Fig. 1: run 1, layout detail
Scale bar: 5 µm. Region (62, 91) to (82, 111) µm. Cells in grey, sequential cells in the stronger grey; small squares are vias.
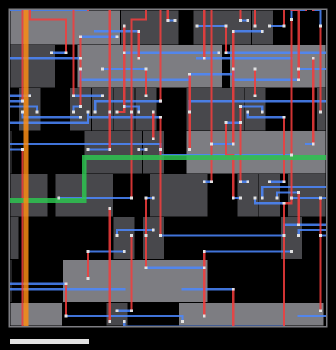
Fig. 2: run 1, wire density map
The die is cut into 29 by 29 equal tiles; white is low, dark blue is high, scaled to the fullest tile. Values are wire area over tile area, all layers added.
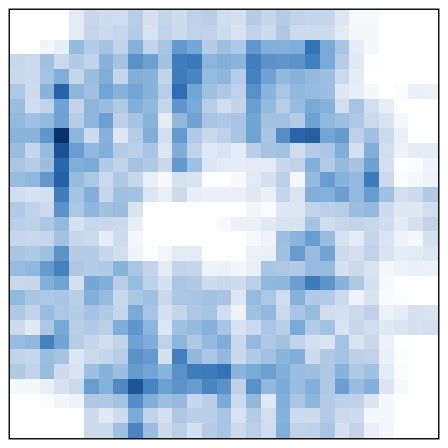
Fig. 3: run 1, selected gate families
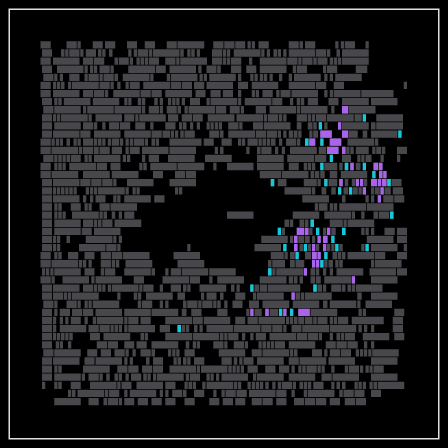
**config.mk**
```make
export PLATFORM = sky130hd
export DESIGN_NAME = axi4_lite_cmd_master
export DESIGN_NICKNAME = d
export VERILOG_FILES = /design/src/rtl/axi4_lite_pkg.sv /design/src/rtl/axi4_lite_watchdog.sv /design/src/rtl/axi4_lite_cmd_master.sv
export SDC_FILE = /design/constraint.sdc
export NUM_CORES = 1
export LEC_CHECK = 0
export ABC_AREA = 1
export CORE_MARGIN = 10
export CORE_UTILIZATION = 46
export CTS_BUF_LIST = sky130_fd_sc_hd__clkbuf_16
export CTS_CLUSTER_SIZE = 10
export DETAILED_ROUTE_END_ITERATION = 12
export PLACE_DENSITY = 0.86
export SYNTH_ARGS = -nofsm -noshare
export SYNTH_HDL_FRONTEND = slang
export SYNTH_SLANG_ARGS = --single-unit
```
**constraint.sdc**
```tcl
create_clock -name ACLK -period 4.3 [get_ports ACLK]
set_input_delay 1.075 -clock ACLK [delete_from_list [all_inputs] [get_ports ACLK]]
set_output_delay 1.075 -clock ACLK [all_outputs]
set_load 0.02 [all_outputs]
```
**src/rtl/axi4_lite_pkg.sv**
```systemverilog
// Shared types for the AXI4-Lite command master.
//   resp_t       : AXI response codes as carried on BRESP/RRESP
//   w_state_t    : write engine states
//   r_state_t    : read engine states
//   data_width_ok: elaboration-time legality test for DATA_WIDTH
package axi4_lite_pkg;

  typedef enum logic [1:0] {
    OKAY   = 2'b00,
    EXOKAY = 2'b01,
    SLVERR = 2'b10,
    DECERR = 2'b11
  } resp_t;

  typedef enum logic [1:0] {
    W_IDLE      = 2'd0,
    W_ADDR_DATA = 2'd1,
    W_RESP      = 2'd2
  } w_state_t;

  typedef enum logic [1:0] {
    R_IDLE = 2'd0,
    R_ADDR = 2'd1,
    R_DATA = 2'd2
  } r_state_t;

  function automatic bit data_width_ok(input int unsigned w);
    return (w == 32) || (w == 64);
  endfunction

endpackage

```
**src/rtl/axi4_lite_watchdog.sv**
```systemverilog
// Per-direction transaction watchdog.
//   clk_i, rst_ni : clock, async active-low reset
//   start_i       : command accepted this cycle (clears the count)
//   busy_i        : engine is outside its idle state
//   expired_o     : one-cycle strobe on the cycle the count reaches LIMIT
// The count saturates at LIMIT, so the strobe fires once per transaction and a
// sticky flag fed from it can be cleared even while the transaction is stuck.
// LIMIT = 0 removes the counter entirely.
module axi4_lite_watchdog #(
  parameter int unsigned LIMIT = 256
) (
  input  logic clk_i,
  input  logic rst_ni,
  input  logic start_i,
  input  logic busy_i,
  output logic expired_o
);

  if (LIMIT == 0) begin : g_off
    logic unused_in;
    assign unused_in = ^{clk_i, rst_ni, start_i, busy_i};
    assign expired_o = 1'b0;
  end else begin : g_on
    localparam int CW = $clog2(LIMIT + 1);
    logic [CW-1:0] cnt_q, cnt_d;

    always_comb begin
      cnt_d = cnt_q;
      if (start_i)                             cnt_d = '0;
      else if (busy_i && cnt_q != CW'(LIMIT))  cnt_d = cnt_q + 1'b1;
    end

    always_ff @(posedge clk_i or negedge rst_ni) begin
      if (!rst_ni) cnt_q <= '0;
      else         cnt_q <= cnt_d;
    end

    assign expired_o = busy_i && (cnt_q == CW'(LIMIT - 1));
  end

endmodule

```
**src/rtl/axi4_lite_cmd_master.sv**
```systemverilog
// AXI4-Lite master with independent valid/ready write and read command ports.
//   ACLK/ARESETN            : clock, async active-low reset
//   wr_req_*, wr_addr/data/strb -> AW+W issue, B collect -> wr_done/wr_resp
//   rd_req_*, rd_addr           -> AR issue, R collect   -> rd_done/rd_data/rd_resp
//   timeout_err {rd,wr}     : sticky watchdog flags, cleared by timeout_clr
//   AW/W/B/AR/R             : AXI4-Lite master channels, all outputs registered
// Error responses are only reported; they never change the engine flow, and a
// watchdog expiry never aborts a transaction (VALID must stay up per AXI).
module axi4_lite_cmd_master
  import axi4_lite_pkg::*;
#(
  parameter int unsigned ADDR_WIDTH     = 32,
  parameter int unsigned DATA_WIDTH     = 32,
  parameter logic [2:0]  PROT_VAL       = 3'b000,
  parameter int unsigned TIMEOUT_CYCLES = 256,
  localparam int unsigned STRB_WIDTH    = DATA_WIDTH / 8
) (
  input  logic                  ACLK,
  input  logic                  ARESETN,
  input  logic                  wr_req_valid,
  output logic                  wr_req_ready,
  input  logic [ADDR_WIDTH-1:0] wr_addr,
  input  logic [DATA_WIDTH-1:0] wr_data,
  input  logic [STRB_WIDTH-1:0] wr_strb,
  output logic                  wr_done,
  output logic [1:0]            wr_resp,
  input  logic                  rd_req_valid,
  output logic                  rd_req_ready,
  input  logic [ADDR_WIDTH-1:0] rd_addr,
  output logic                  rd_done,
  output logic [DATA_WIDTH-1:0] rd_data,
  output logic [1:0]            rd_resp,
  output logic [1:0]            timeout_err,
  input  logic                  timeout_clr,
  output logic [ADDR_WIDTH-1:0] AWADDR,
  output logic [2:0]            AWPROT,
  output logic                  AWVALID,
  input  logic                  AWREADY,
  output logic [DATA_WIDTH-1:0] WDATA,
  output logic [STRB_WIDTH-1:0] WSTRB,
  output logic                  WVALID,
  input  logic                  WREADY,
  input  logic [1:0]            BRESP,
  input  logic                  BVALID,
  output logic                  BREADY,
  output logic [ADDR_WIDTH-1:0] ARADDR,
  output logic [2:0]            ARPROT,
  output logic                  ARVALID,
  input  logic                  ARREADY,
  input  logic [DATA_WIDTH-1:0] RDATA,
  input  logic [1:0]            RRESP,
  input  logic                  RVALID,
  output logic                  RREADY
);

  if (!data_width_ok(DATA_WIDTH)) begin : g_bad_width
    $error("axi4_lite_cmd_master: DATA_WIDTH must be 32 or 64");
  end

  // ---------------- write engine ----------------
  w_state_t              wstate_q, wstate_d;
  logic                  wr_rdy_q, wr_rdy_d, awvalid_q, awvalid_d, wvalid_q, wvalid_d;
  logic                  bready_q, bready_d, aw_done_q, aw_done_d, w_done_q, w_done_d;
  logic                  wr_done_q, wr_done_d;
  logic [1:0]            wr_resp_q, wr_resp_d;
  logic [ADDR_WIDTH-1:0] awaddr_q, awaddr_d;
  logic [DATA_WIDTH-1:0] wdata_q, wdata_d;
  logic [STRB_WIDTH-1:0] wstrb_q, wstrb_d;
  logic                  wr_acc;

  // Ready is a flop that mirrors "next state is idle", so it is low in reset
  // and high again on the same cycle as wr_done.
  assign wr_acc = wr_req_valid && wr_rdy_q;

  always_comb begin
    wstate_d  = wstate_q;
    awvalid_d = awvalid_q;
    wvalid_d  = wvalid_q;
    bready_d  = bready_q;
    aw_done_d = aw_done_q;
    w_done_d  = w_done_q;
    wr_done_d = 1'b0;
    wr_resp_d = wr_resp_q;
    awaddr_d  = awaddr_q;
    wdata_d   = wdata_q;
    wstrb_d   = wstrb_q;
    case (wstate_q)
      W_IDLE: if (wr_acc) begin
        awaddr_d  = wr_addr;
        wdata_d   = wr_data;
        wstrb_d   = wr_strb;
        awvalid_d = 1'b1;
        wvalid_d  = 1'b1;
        aw_done_d = 1'b0;
        w_done_d  = 1'b0;
        wstate_d  = W_ADDR_DATA;
      end
      W_ADDR_DATA: begin
        // AW and W retire independently, in either order or together.
        aw_done_d = aw_done_q | (awvalid_q & AWREADY);
        w_done_d  = w_done_q  | (wvalid_q  & WREADY);
        awvalid_d = awvalid_q & ~AWREADY;
        wvalid_d  = wvalid_q  & ~WREADY;
        if (aw_done_d && w_done_d) begin
          bready_d = 1'b1;
          wstate_d = W_RESP;
        end
      end
      W_RESP: if (BVALID) begin
        bready_d  = 1'b0;
        wr_resp_d = BRESP;
        wr_done_d = 1'b1;
        wstate_d  = W_IDLE;
      end
      default: wstate_d = W_IDLE;
    endcase
    wr_rdy_d = (wstate_d == W_IDLE);
  end

  always_ff @(posedge ACLK or negedge ARESETN) begin
    if (!ARESETN) begin
      wstate_q  <= W_IDLE;
      wr_rdy_q  <= 1'b0;
      awvalid_q <= 1'b0;
      wvalid_q  <= 1'b0;
      bready_q  <= 1'b0;
      aw_done_q <= 1'b0;
      w_done_q  <= 1'b0;
      wr_done_q <= 1'b0;
      wr_resp_q <= '0;
      awaddr_q  <= '0;
      wdata_q   <= '0;
      wstrb_q   <= '0;
    end else begin
      wstate_q  <= wstate_d;
      wr_rdy_q  <= wr_rdy_d;
      awvalid_q <= awvalid_d;
      wvalid_q  <= wvalid_d;
      bready_q  <= bready_d;
      aw_done_q <= aw_done_d;
      w_done_q  <= w_done_d;
      wr_done_q <= wr_done_d;
      wr_resp_q <= wr_resp_d;
      awaddr_q  <= awaddr_d;
      wdata_q   <= wdata_d;
      wstrb_q   <= wstrb_d;
    end
  end

  // ---------------- read engine ----------------
  r_state_t              rstate_q, rstate_d;
  logic                  rd_rdy_q, rd_rdy_d, arvalid_q, arvalid_d, rready_q, rready_d;
  logic                  rd_done_q, rd_done_d;
  logic [1:0]            rd_resp_q, rd_resp_d;
  logic [ADDR_WIDTH-1:0] araddr_q, araddr_d;
  logic [DATA_WIDTH-1:0] rd_data_q, rd_data_d;
  logic                  rd_acc;

  assign rd_acc = rd_req_valid && rd_rdy_q;

  always_comb begin
    rstate_d  = rstate_q;
    arvalid_d = arvalid_q;
    rready_d  = rready_q;
    rd_done_d = 1'b0;
    rd_resp_d = rd_resp_q;
    rd_data_d = rd_data_q;
    araddr_d  = araddr_q;
    case (rstate_q)
      R_IDLE: if (rd_acc) begin
        araddr_d  = rd_addr;
        arvalid_d = 1'b1;
        rstate_d  = R_ADDR;
      end
      R_ADDR: if (ARREADY) begin
        arvalid_d = 1'b0;
        rready_d  = 1'b1;
        rstate_d  = R_DATA;
      end
      R_DATA: if (RVALID) begin
        rready_d  = 1'b0;
        rd_data_d = RDATA;
        rd_resp_d = RRESP;
        rd_done_d = 1'b1;
        rstate_d  = R_IDLE;
      end
      default: rstate_d = R_IDLE;
    endcase
    rd_rdy_d = (rstate_d == R_IDLE);
  end

  always_ff @(posedge ACLK or negedge ARESETN) begin
    if (!ARESETN) begin
      rstate_q  <= R_IDLE;
      rd_rdy_q  <= 1'b0;
      arvalid_q <= 1'b0;
      rready_q  <= 1'b0;
      rd_done_q <= 1'b0;
      rd_resp_q <= '0;
      rd_data_q <= '0;
      araddr_q  <= '0;
    end else begin
      rstate_q  <= rstate_d;
      rd_rdy_q  <= rd_rdy_d;
      arvalid_q <= arvalid_d;
      rready_q  <= rready_d;
      rd_done_q <= rd_done_d;
      rd_resp_q <= rd_resp_d;
      rd_data_q <= rd_data_d;
      araddr_q  <= araddr_d;
    end
  end

  // ---------------- watchdogs ----------------
  logic       wr_exp, rd_exp;
  logic [1:0] to_err_q, to_err_d;

  axi4_lite_watchdog #(.LIMIT(TIMEOUT_CYCLES)) u_wd_wr (
    .clk_i(ACLK), .rst_ni(ARESETN), .start_i(wr_acc),
    .busy_i(wstate_q != W_IDLE), .expired_o(wr_exp)
  );

  axi4_lite_watchdog #(.LIMIT(TIMEOUT_CYCLES)) u_wd_rd (
    .clk_i(ACLK), .rst_ni(ARESETN), .start_i(rd_acc),
    .busy_i(rstate_q != R_IDLE), .expired_o(rd_exp)
  );

  // A new expiry on the clear cycle survives the clear.
  assign to_err_d = (to_err_q & ~{2{timeout_clr}}) | {rd_exp, wr_exp};

  always_ff @(posedge ACLK or negedge ARESETN) begin
    if (!ARESETN) to_err_q <= '0;
    else          to_err_q <= to_err_d;
  end

  // ---------------- outputs ----------------
  assign wr_req_ready = wr_rdy_q;
  assign wr_done      = wr_done_q;
  assign wr_resp      = wr_resp_q;
  assign rd_req_ready = rd_rdy_q;
  assign rd_done      = rd_done_q;
  assign rd_data      = rd_data_q;
  assign rd_resp      = rd_resp_q;
  assign timeout_err  = to_err_q;
  assign AWADDR       = awaddr_q;
  assign AWPROT       = PROT_VAL;
  assign AWVALID      = awvalid_q;
  assign WDATA        = wdata_q;
  assign WSTRB        = wstrb_q;
  assign WVALID       = wvalid_q;
  assign BREADY       = bready_q;
  assign ARADDR       = araddr_q;
  assign ARPROT       = PROT_VAL;
  assign ARVALID      = arvalid_q;
  assign RREADY       = rready_q;

endmodule

```
==> out/qor.yml, run 1 <==
logic_synthesis:
  yosys_cells: 822
  syn_inst: 822
  netlist_area_mm2: 0.007032
run:
  warnings: 28
  max-cap-violations: 0
worst_hold_path:
  min_path_cells: 2
sta:
  tns_ps: 0
  fin_worst_skew_ps: 8.169
  hold_violations: 0
  slew_violations: 0
  setup_slack_ps: 1717
  setup_viol: 0
  worstMarginPinSlew_ps: 708.3
  rsz0062_at_grt: "false"
  slew_headroom: 0.5278
route:
  drt_iter0_markers: 482
  ant_nets: 0
  dr.pass1.iters: 5
  viasPerCell: 4.774
setup_path:
  crit_cells: 1
  cp-end-kind: "output port"
  cp-start-kind: "register"
cells_and_area:
  area_growth_syn_to_layout_pct: 51.32
  num_antenna_cells: 0
  fin_nets: 1263
run_status:
  outcome: "finished clean"
floorplan:
  die_height_um: 143.6
  coreArea_mm2: 0.01509
grt:
  grt_first_pass_wirelength_mm: 34.66
placement:
  preCtsSetupSlack_ps: 1447
clock_tree:
  clock_sinks: 171
Back to the opening pictures, Fig. 1:
Key: red = metal 2; orange = metal 4; green = metal 3; blue = metal 1
28 logic cells have their middle in the window. Netlist names of flops here include `AWADDR` (3), `WDATA` (2). Sequential cells in the window: 6. Most frequent: nand2_1 (14), clkdlybuf4s50_1 (8), dfrtp_1 (6).

Back to the opening pictures, Fig. 2:
11% of the tiles are over half the peak. 12% of the tiles are nearly empty. The emptiest ninth of the die: centre. The fullest tile reaches 0.64. The mean over all tiles is 0.18.

Back to the opening pictures, Fig. 3:
Key: cyan = inverters [cells 34, most used inv_1, where middle right]; purple = NOR gates [cells 42, most used nor2_1]

run 1: worst paths after layout:
| path | endpoint | slack (ps) | startpoint |
|---|---|---|---|
| setup / recovery | AWADDR[18] | 1720 | AWADDR[18] |
| hold / removal | ARADDR[18] | 470 | ARADDR[18] |
| setup reg to reg | rd_req_ready | 2570 | rd_req_ready |
| hold reg to reg | ARADDR[18] | 470 | ARADDR[18] |
| max in group asynchronous | u_wd_rd.g_on.cnt_q[7] | 2760 | ARESETN |
| min in group asynchronous | AWADDR[21] | 630 | ARESETN |
run 1: state kept, by name, indices dropped and copies added (netlist names), 4 cells and up:
name	count
u_wd_wr.g_on.cnt_q	9
u_wd_rd.g_on.cnt_q	9
WDATA	32
ARADDR	32
WSTRB	4
rd_data	32
AWADDR	32
run 1: area by class of cell:
class,instances,area [µm²]
Fill cell,1159,4449
Timing Repair Buffer,299,2989
Sequential cell,171,4279
Clock buffer,17,425.4
Inverter,34,127.6
Multi-Input combinational cell,588,2404
Tap cell,188,235.2
Clock inverter,14,180.2
run 1: metal layers:
metal	global-route usage	routed length, µm
met4	0.09242	708
met2	0.3843	12100
met3	0.08416	1765
met1	0.2285	8005
met5	0	0
run 1: cell families (layout without fill, tap and decap cells):
group / after synthesis / after routing / synth area share
DFF: 171 / 171 / 0.6085
other: 1 / 6 / 0.0005333
and+or+nand+nor: 560 / 560 / 0.3141
AOI/OAI and AO/OA: 12 / 12 / 0.008897
adders and majority gates: 6 / 6 / 0.01068
xor gates and xnor gates: 4 / 4 / 0.004983
buffers and inverters: 68 / 364 / 0.05231
run 1: Yosys cell counts, drive strengths merged, types with 2 or more instances:
cell type	number	area, µm²
buf	32	232.7
clkbuf	2	7.510
dfrtp	171	4279
ha	6	75.07
inv	34	127.6
nand2	493	1868
nand3	23	120.1
nor2	36	172.7
nor3	4	20.02
o21ai	11	55.05
xor2	3	26.28
run 1: stage by stage:
step	hold slack [ps]	area [µm²]	cells	utilization
finish	470.8	10640	1311	0.7051
global route	487.4	10640	1311	0.7051
CTS	473.1	10640	1311	0.7051
detailed placement	457.0	10030	1280	0.6650
global placement	453.7	10030	1280	0.6650
floorplan	486.2	7051	827	-
run 1: worst reg2reg max path: cells and delay by family (launching register included):
family	cells	cell delay, ps
DFF	1	400
AOI/OAI and AO/OA	1	190
and+or+nand+nor	3	380
buffers and inverters	2	700
run 1: cell usage in the layout, fill, tap and decap left out, types with 2 or more instances in the layout:
cell type and instances:
nor2_2 3, o21ai_1 5, nor2_1 29, nand2_1 488, dfrtp_1 171, conb_1 6
inv_2 7, ha_1 6, inv_1 29, clkdlybuf4s50_1 291, nor3_1 4, clkbuf_16 17
buf_4 6, clkinv_4 2, nand2_2 4, xor2_1 3, clkinv_2 3, nand3_1 22
o21ai_0 6, nor2_4 4, bufinv_16 4
Fig. 4: run 1, the clock network
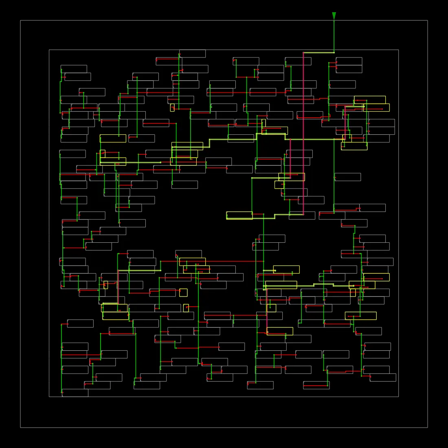

==> run 1 -> run 2 <==
--- a/config.mk
+++ b/config.mk
@@ -7,11 +7,11 @@
 export LEC_CHECK = 0
 export ABC_AREA = 1
 export CORE_MARGIN = 10
-export CORE_UTILIZATION = 46
+export CORE_UTILIZATION = 39
 export CTS_BUF_LIST = sky130_fd_sc_hd__clkbuf_16
 export CTS_CLUSTER_SIZE = 10
 export DETAILED_ROUTE_END_ITERATION = 12
-export PLACE_DENSITY = 0.86
+export PLACE_DENSITY = 0.77
 export SYNTH_ARGS = -nofsm -noshare
 export SYNTH_HDL_FRONTEND = slang
 export SYNTH_SLANG_ARGS = --single-unit
==> constraint.sdc (replaced) <==
create_clock -name ACLK -period 2.3 [get_ports ACLK]
set_input_delay 0.575 -clock ACLK [delete_from_list [all_inputs] [get_ports ACLK]]
set_output_delay 0.575 -clock ACLK [all_outputs]
set_load 0.02 [all_outputs]
Fig. 5: run 2, the clock network
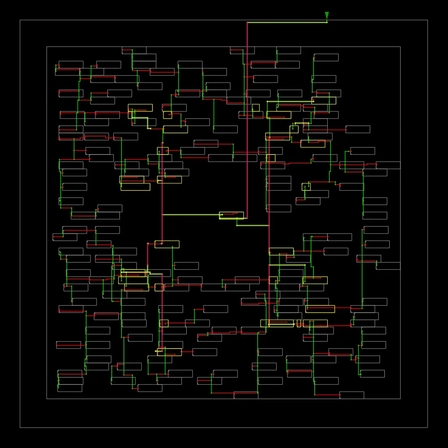
Seq cells: 171
clock buf count: 17

Fig. 6: run 2, layout detail
Scale bar: 5 µm. Region (67, 98) to (87, 118) µm. Cells in grey, sequential cells in the stronger grey; small squares are vias.
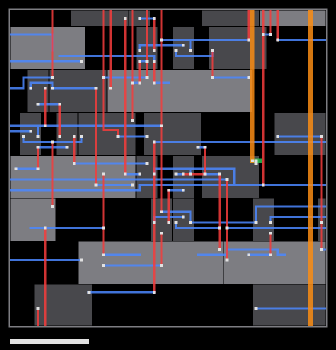
Key: blue = metal 1; orange = metal 4; green = metal 3; red = metal 2
Sequential cells in the window: 5. Netlist names of flops here include `AWADDR` (3). Most frequent: nand2_1 (10), clkdlybuf4s50_1 (7), dfrtp_1 (5). 23 logic cells have their middle in the window.

==> run 2 against run 1 <==
Compared with the run above: sequential share of layout area shrank 0.51 points; global-route usage decreased by 3.3 points; highest routed layer is now met5; first-iteration DRC count shrank 10%.
==> out/qor.yml, run 2 <==
run_status:
  outcome: "finished clean"
logic_synthesis:
  synth_top_area_share: 0.6085  # unchanged
  common_cells: "nand2_1 (488), dfrtp_1 (171), nor2_1 (29)"
  largest_area_cell: "dfrtp_1"
  area_leaders: "dfrtp_1 (61%), nand2_1 (26%), buf_4 (2.0%)"
  syn_inst: 822  # unchanged
  edf_count: 0
  most_common_cell: "nand2_1"
  yosys_cells: 822  # unchanged
  synth_warnings: 0
run:
  warnings: 28  # unchanged
  max-cap-violations: 0  # unchanged
grt:
  grt_first_pass_wirelength_mm: 35.31  # +1.9%
sta:
  hold_violations: 0  # unchanged
  rsz0062_at_grt: "false"
  setup_slack_ps: 262.7  # -1455 ps
  fin_worst_skew_ps: 11.58  # +3.415 ps
  slew_violations: 0  # unchanged
  worstMarginPinSlew_ps: 550.4  # -157.9 ps
  setup_viol: 0  # unchanged
  slew_headroom: 0.6326  # +0.1048
  worst_hold_slack_ps: 73.68  # -397.1 ps
  tns_ps: 0  # unchanged
cells_and_area:
  nFillCells: 1476  # +27%
  final_cell_count_no_fill: 1357  # +3.5%
  layout_top_cell: "nand2_1"
  fin_area_mm2: 0.01078  # +1.3%
  final_cell_mix: "nand2_1 (488), clkdlybuf4s50_1 (291), dfrtp_1 (171)"
  area_growth_syn_to_layout_pct: 53.27
  final_core_util: 0.6041  # -0.1010
  num_antenna_cells: 0  # unchanged
  fin_nets: 1267  # +0.32%
setup_path:
  rrSetupSlack_ps: 630  # -1940 ps
  r2r-start: "u_wd_rd.g_on.cnt_q[0]"
  cp-start-kind: "register"
  r2r-end: "u_wd_rd.g_on.cnt_q[8]"
  cp-end-kind: "output port"
placement:
  post-place-cells: 1325  # +3.5%
  preCtsSetupSlack_ps: 242.2  # -1205 ps
route:
  dr.pass1.iters: 4  # -1
  drt_iter0_markers: 433  # -10%
  viasPerCell: 4.587  # -3.9%
  ant_nets: 0  # unchanged
clock_tree:
  cts_tree: "done"
  clock_sinks: 171  # unchanged
Fig. 7: run 2, selected gate families
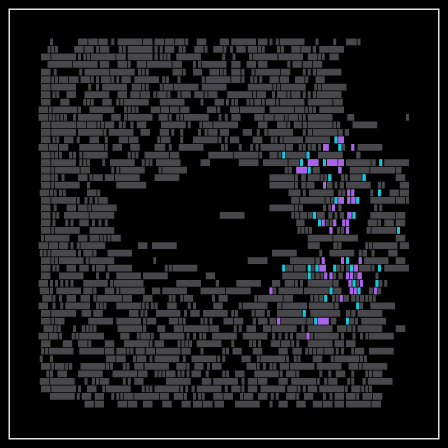
Key: cyan = inverters [cells 34, most used inv_1, where middle right]; purple = NOR gates [cells 42, most used nor2_1, where middle right]

==> run 2: cell counts after synthesis <==
Identical to the previous run, type by type.
==> run 2: cell families (layout without fill, tap and decap cells) <==
family	Yosys count	after routing	synth area share
compound gates	12	12	0.008897
flops	171	171	0.6085
other cells	1	6	0.0005333
fa+ha+maj	6	6	0.01068
buf+inv	68	369	0.05231
xor+xnor	4	4	0.004983
simple gates	560	560	0.3141
==> run 2: routing by layer <==
layer	track usage	routed length (µm)	vias up	share of wire
met3	0.06572	1530	39	0.069
li1	-	-	3067	-
met2	0.3217	11710	182	0.52
met5	0	34	-	0.0015
met1	0.2051	8463	2932	0.38
met4	0.07108	599	4	0.027
==> run 2: worst reg2reg max path: stages, from the launching register on <==
cell	delay (ps)
dfrtp_1	410
ha_1	190
nand2_1	80
nor2_1	210
inv_1	90
nor3_1	150
ha_1	250
nor2_1	100
nand2_1	60
o21ai_1	70
==> run 2: cell type report <==
class                           count  area, µm²  share of cell area
Timing Repair Buffer              303       3069              0.2848
Inverter                           34      127.6             0.01184
Clock inverter                     15      186.4             0.01730
Multi-Input combinational cell    588       2404              0.2230
Tap cell                          229      286.5             0.02658
Sequential cell                   171       4279              0.3970
Clock buffer                       17      425.4             0.03947
==> run 2: how the worst max path moves through the flow <==
stage,startpoint,endpoint,cells after the start
final,ARADDR[1],ARADDR[1],1
after global routing,ARADDR[1],ARADDR[1],1
after CTS,AWADDR[20],AWADDR[20],1
after detailed placement,rd_req_valid,rd_req_ready,6
after global placement,rd_req_valid,rd_req_ready,6
after floorplan,u_wd_rd.g_on.cnt_q[0],u_wd_rd.g_on.cnt_q[8],9
Fig. 8: run 2, ports around the boundary
Scale bar: 50 µm. Pins as bars across the die edge, other pins in grey.
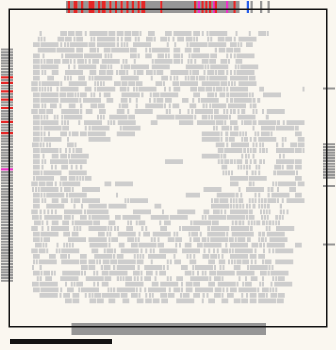

==> run 2 -> run 3 <==
--- a/config.mk
+++ b/config.mk
@@ -11,6 +11,7 @@
 export CTS_BUF_LIST = sky130_fd_sc_hd__clkbuf_16
 export CTS_CLUSTER_SIZE = 10
 export DETAILED_ROUTE_END_ITERATION = 12
+export GPL_ROUTABILITY_DRIVEN = 0
 export PLACE_DENSITY = 0.77
 export SYNTH_ARGS = -nofsm -noshare
 export SYNTH_HDL_FRONTEND = slang
==> constraint.sdc (replaced) <==
create_clock -name ACLK -period 2.3 [get_ports ACLK]
set_input_delay 0.575 -clock ACLK [delete_from_list [all_inputs] [get_ports ACLK]]
set_output_delay 0.575 -clock ACLK [all_outputs]
set_load 0.1 [all_outputs]
Fig. 9: run 3, ports around the boundary
Scale bar: 50 µm. Pins as bars across the die edge, other pins in grey.
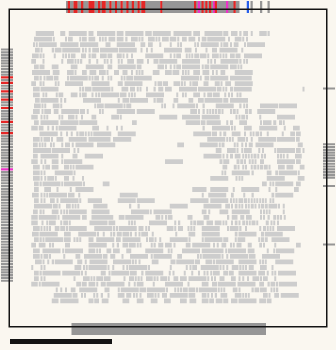
Key: red = `wr_data` [pins 32, direction input, edge 25 top, 7 left]; magenta = `WSTRB` [pins 4, direction output, edge 3 top, 1 left]; blue = `ACLK` [pins 1, direction input, edge top]
All pins by edge: 103 bottom, 96 top, 84 left, 16 right.

Fig. 10: run 3, selected gate families
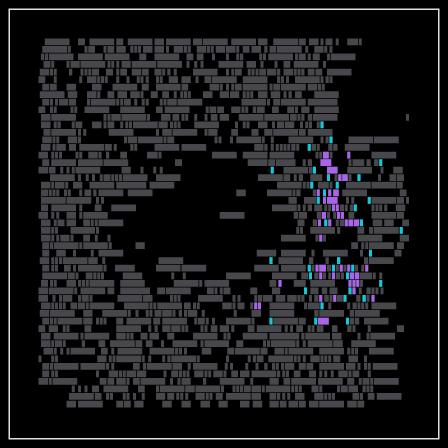
Key: purple = NOR gates [cells 42, most used nor2_1, where middle right]; cyan = inverters [cells 34, most used inv_1, where middle right]

==> run 3 against run 2 <==
Compared with the run above: critical path depth unchanged; sequential share of layout area up 1.2 points; via count down 1.1%.
==> out/qor.yml, run 3 <==
placement:
  dp_hpwl_mm: 16.70
  preCtsSetupSlack_ps: 195.9  # -46.29 ps
route:
  viasPerCell: 4.526  # -1.3%
  drt_iter0_markers: 278  # -36%
  ant_nets: 0  # unchanged
  dr.pass1.iters: 4  # unchanged
cells_and_area:
  nFillCells: 1559  # +5.6%
  layout_top_cell: "nand2_1"
  area_growth_syn_to_layout_pct: 48.67
  num_antenna_cells: 0  # unchanged
  final_cell_mix: "nand2_1 (488), dfrtp_1 (171), buf_4 (156)"
  fin_nets: 1270  # +0.24%
setup_path:
  cp-end-kind: "output port"
  cp-start-kind: "register"
  critPathBufInv: 1
  path_class: "register to output port"
logic_synthesis:
  ys_seq_share: 0.6085
  synth_top_area_share: 0.6085  # unchanged
  yosys_cells: 822  # unchanged
  postSynthAreaPerCell_um2: 8.554
  edf_count: 0  # unchanged
  largest_area_cell: "dfrtp_1"
  synthArstFlopShare: 1.000
  ys_area_mm2: 0.007032
  most_common_cell: "nand2_1"
  synth_warnings: 0  # unchanged
  area_leaders: "dfrtp_1 (61%), nand2_1 (26%), buf_4 (2.0%)"
sta:
  slew_violations: 0  # unchanged
  setup_viol: 0  # unchanged
  hold_violations: 0  # unchanged
  tns_ps: 0  # unchanged
  rsz0062_at_grt: "false"
  setup_slack_ps: 578.2  # +315.5 ps
  fin_worst_skew_ps: 14.36  # +2.780 ps
  worstMarginPinSlew_ps: 562.4  # +12.07 ps
run_status:
  outcome: "finished clean"
run:
  warnings: 28  # unchanged
  max-cap-violations: 0  # unchanged
grt:
  grt_first_pass_wirelength_mm: 34.80  # -1.4%
clock_tree:
  cts_tree: "done"
  clock_sinks: 171  # unchanged
Fig. 11: run 3, wire density map
The die is cut into 31 by 31 equal tiles; white is low, dark blue is high, scaled to the fullest tile. Values are wire area over tile area, all layers added.
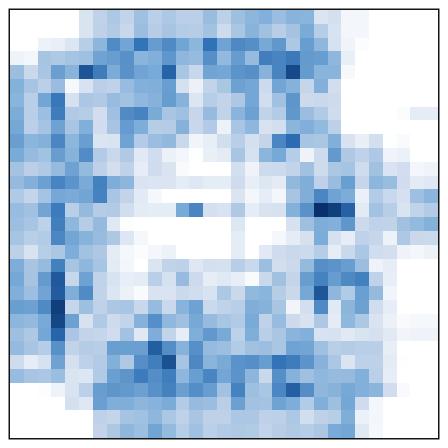
The fullest tile reaches 0.50. 18% of the tiles are over half the peak. 17% of the tiles are nearly empty. The mean over all tiles is 0.15.

==> run 3: layer usage <==
metal  share of wire  vias up  GRT usage
li1                -     3062          -
met1            0.38     2881     0.2028
met2            0.53      184     0.3201
met3           0.065       27    0.05935
met4           0.020        2    0.05668
met5         0.00032        -          0
==> run 3: path summary, 6_finish.rpt <==
| check | to | slack, ps | depth (start not counted) | start |
|---|---|---|---|---|
| min in group ACLK | ARADDR[4] | 470 | 2 | ARADDR[4] |
| max | ARADDR[18] | 580 | 1 | ARADDR[18] |
| min | WDATA[3] | 120 | 1 | ARESETN |
| max reg2reg | u_wd_rd.g_on.cnt_q[8] | 630 | 9 | u_wd_rd.g_on.cnt_q[1] |
| max in group asynchronous | rd_resp[0] | 1560 | 2 | ARESETN |
| min reg2reg | ARADDR[4] | 470 | 2 | ARADDR[4] |
==> run 3: metrics by stage <==
stage	cell area (µm²)	instances	hold WS (ps)
floorplan	7051	827	279.4
global placement	9821	1328	456.2
detailed placement	9821	1328	459.3
CTS	10450	1360	131.5
global route	10450	1360	145.2
finish	10450	1360	117.5
==> run 3: final cells by class <==
class	instances	area, µm²	share of cell area
clock buffer	17	425.4	0.04069
clock inverter	15	207.7	0.01987
inverter	34	127.6	0.01221
multi-input combinational	588	2404	0.2299
sequential	171	4279	0.4093
tap	229	286.5	0.02741
timing repair buffer	306	2724	0.2606
==> run 3: cell families after synthesis <==
kind of cell / count (synthesis) / synth area share
and+or+nand+nor: 560 / 0.3141
AOI/OAI and AO/OA: 12 / 0.008897
buffers and inverters: 68 / 0.05231
xor gates and xnor gates: 4 / 0.004983
DFF: 171 / 0.6085
other: 1 / 0.0005333
adders and majority gates: 6 / 0.01068
==> run 3: worst register-to-register path, stage by stage, from the launching register on <==
cell and delay (ps):
dfrtp_1 400, ha_1 210, nand2_1 90, nor2_1 210
inv_1 80, nor3_1 150, ha_1 260, nor2_1 100
nand2_1 60, o21ai_1 70
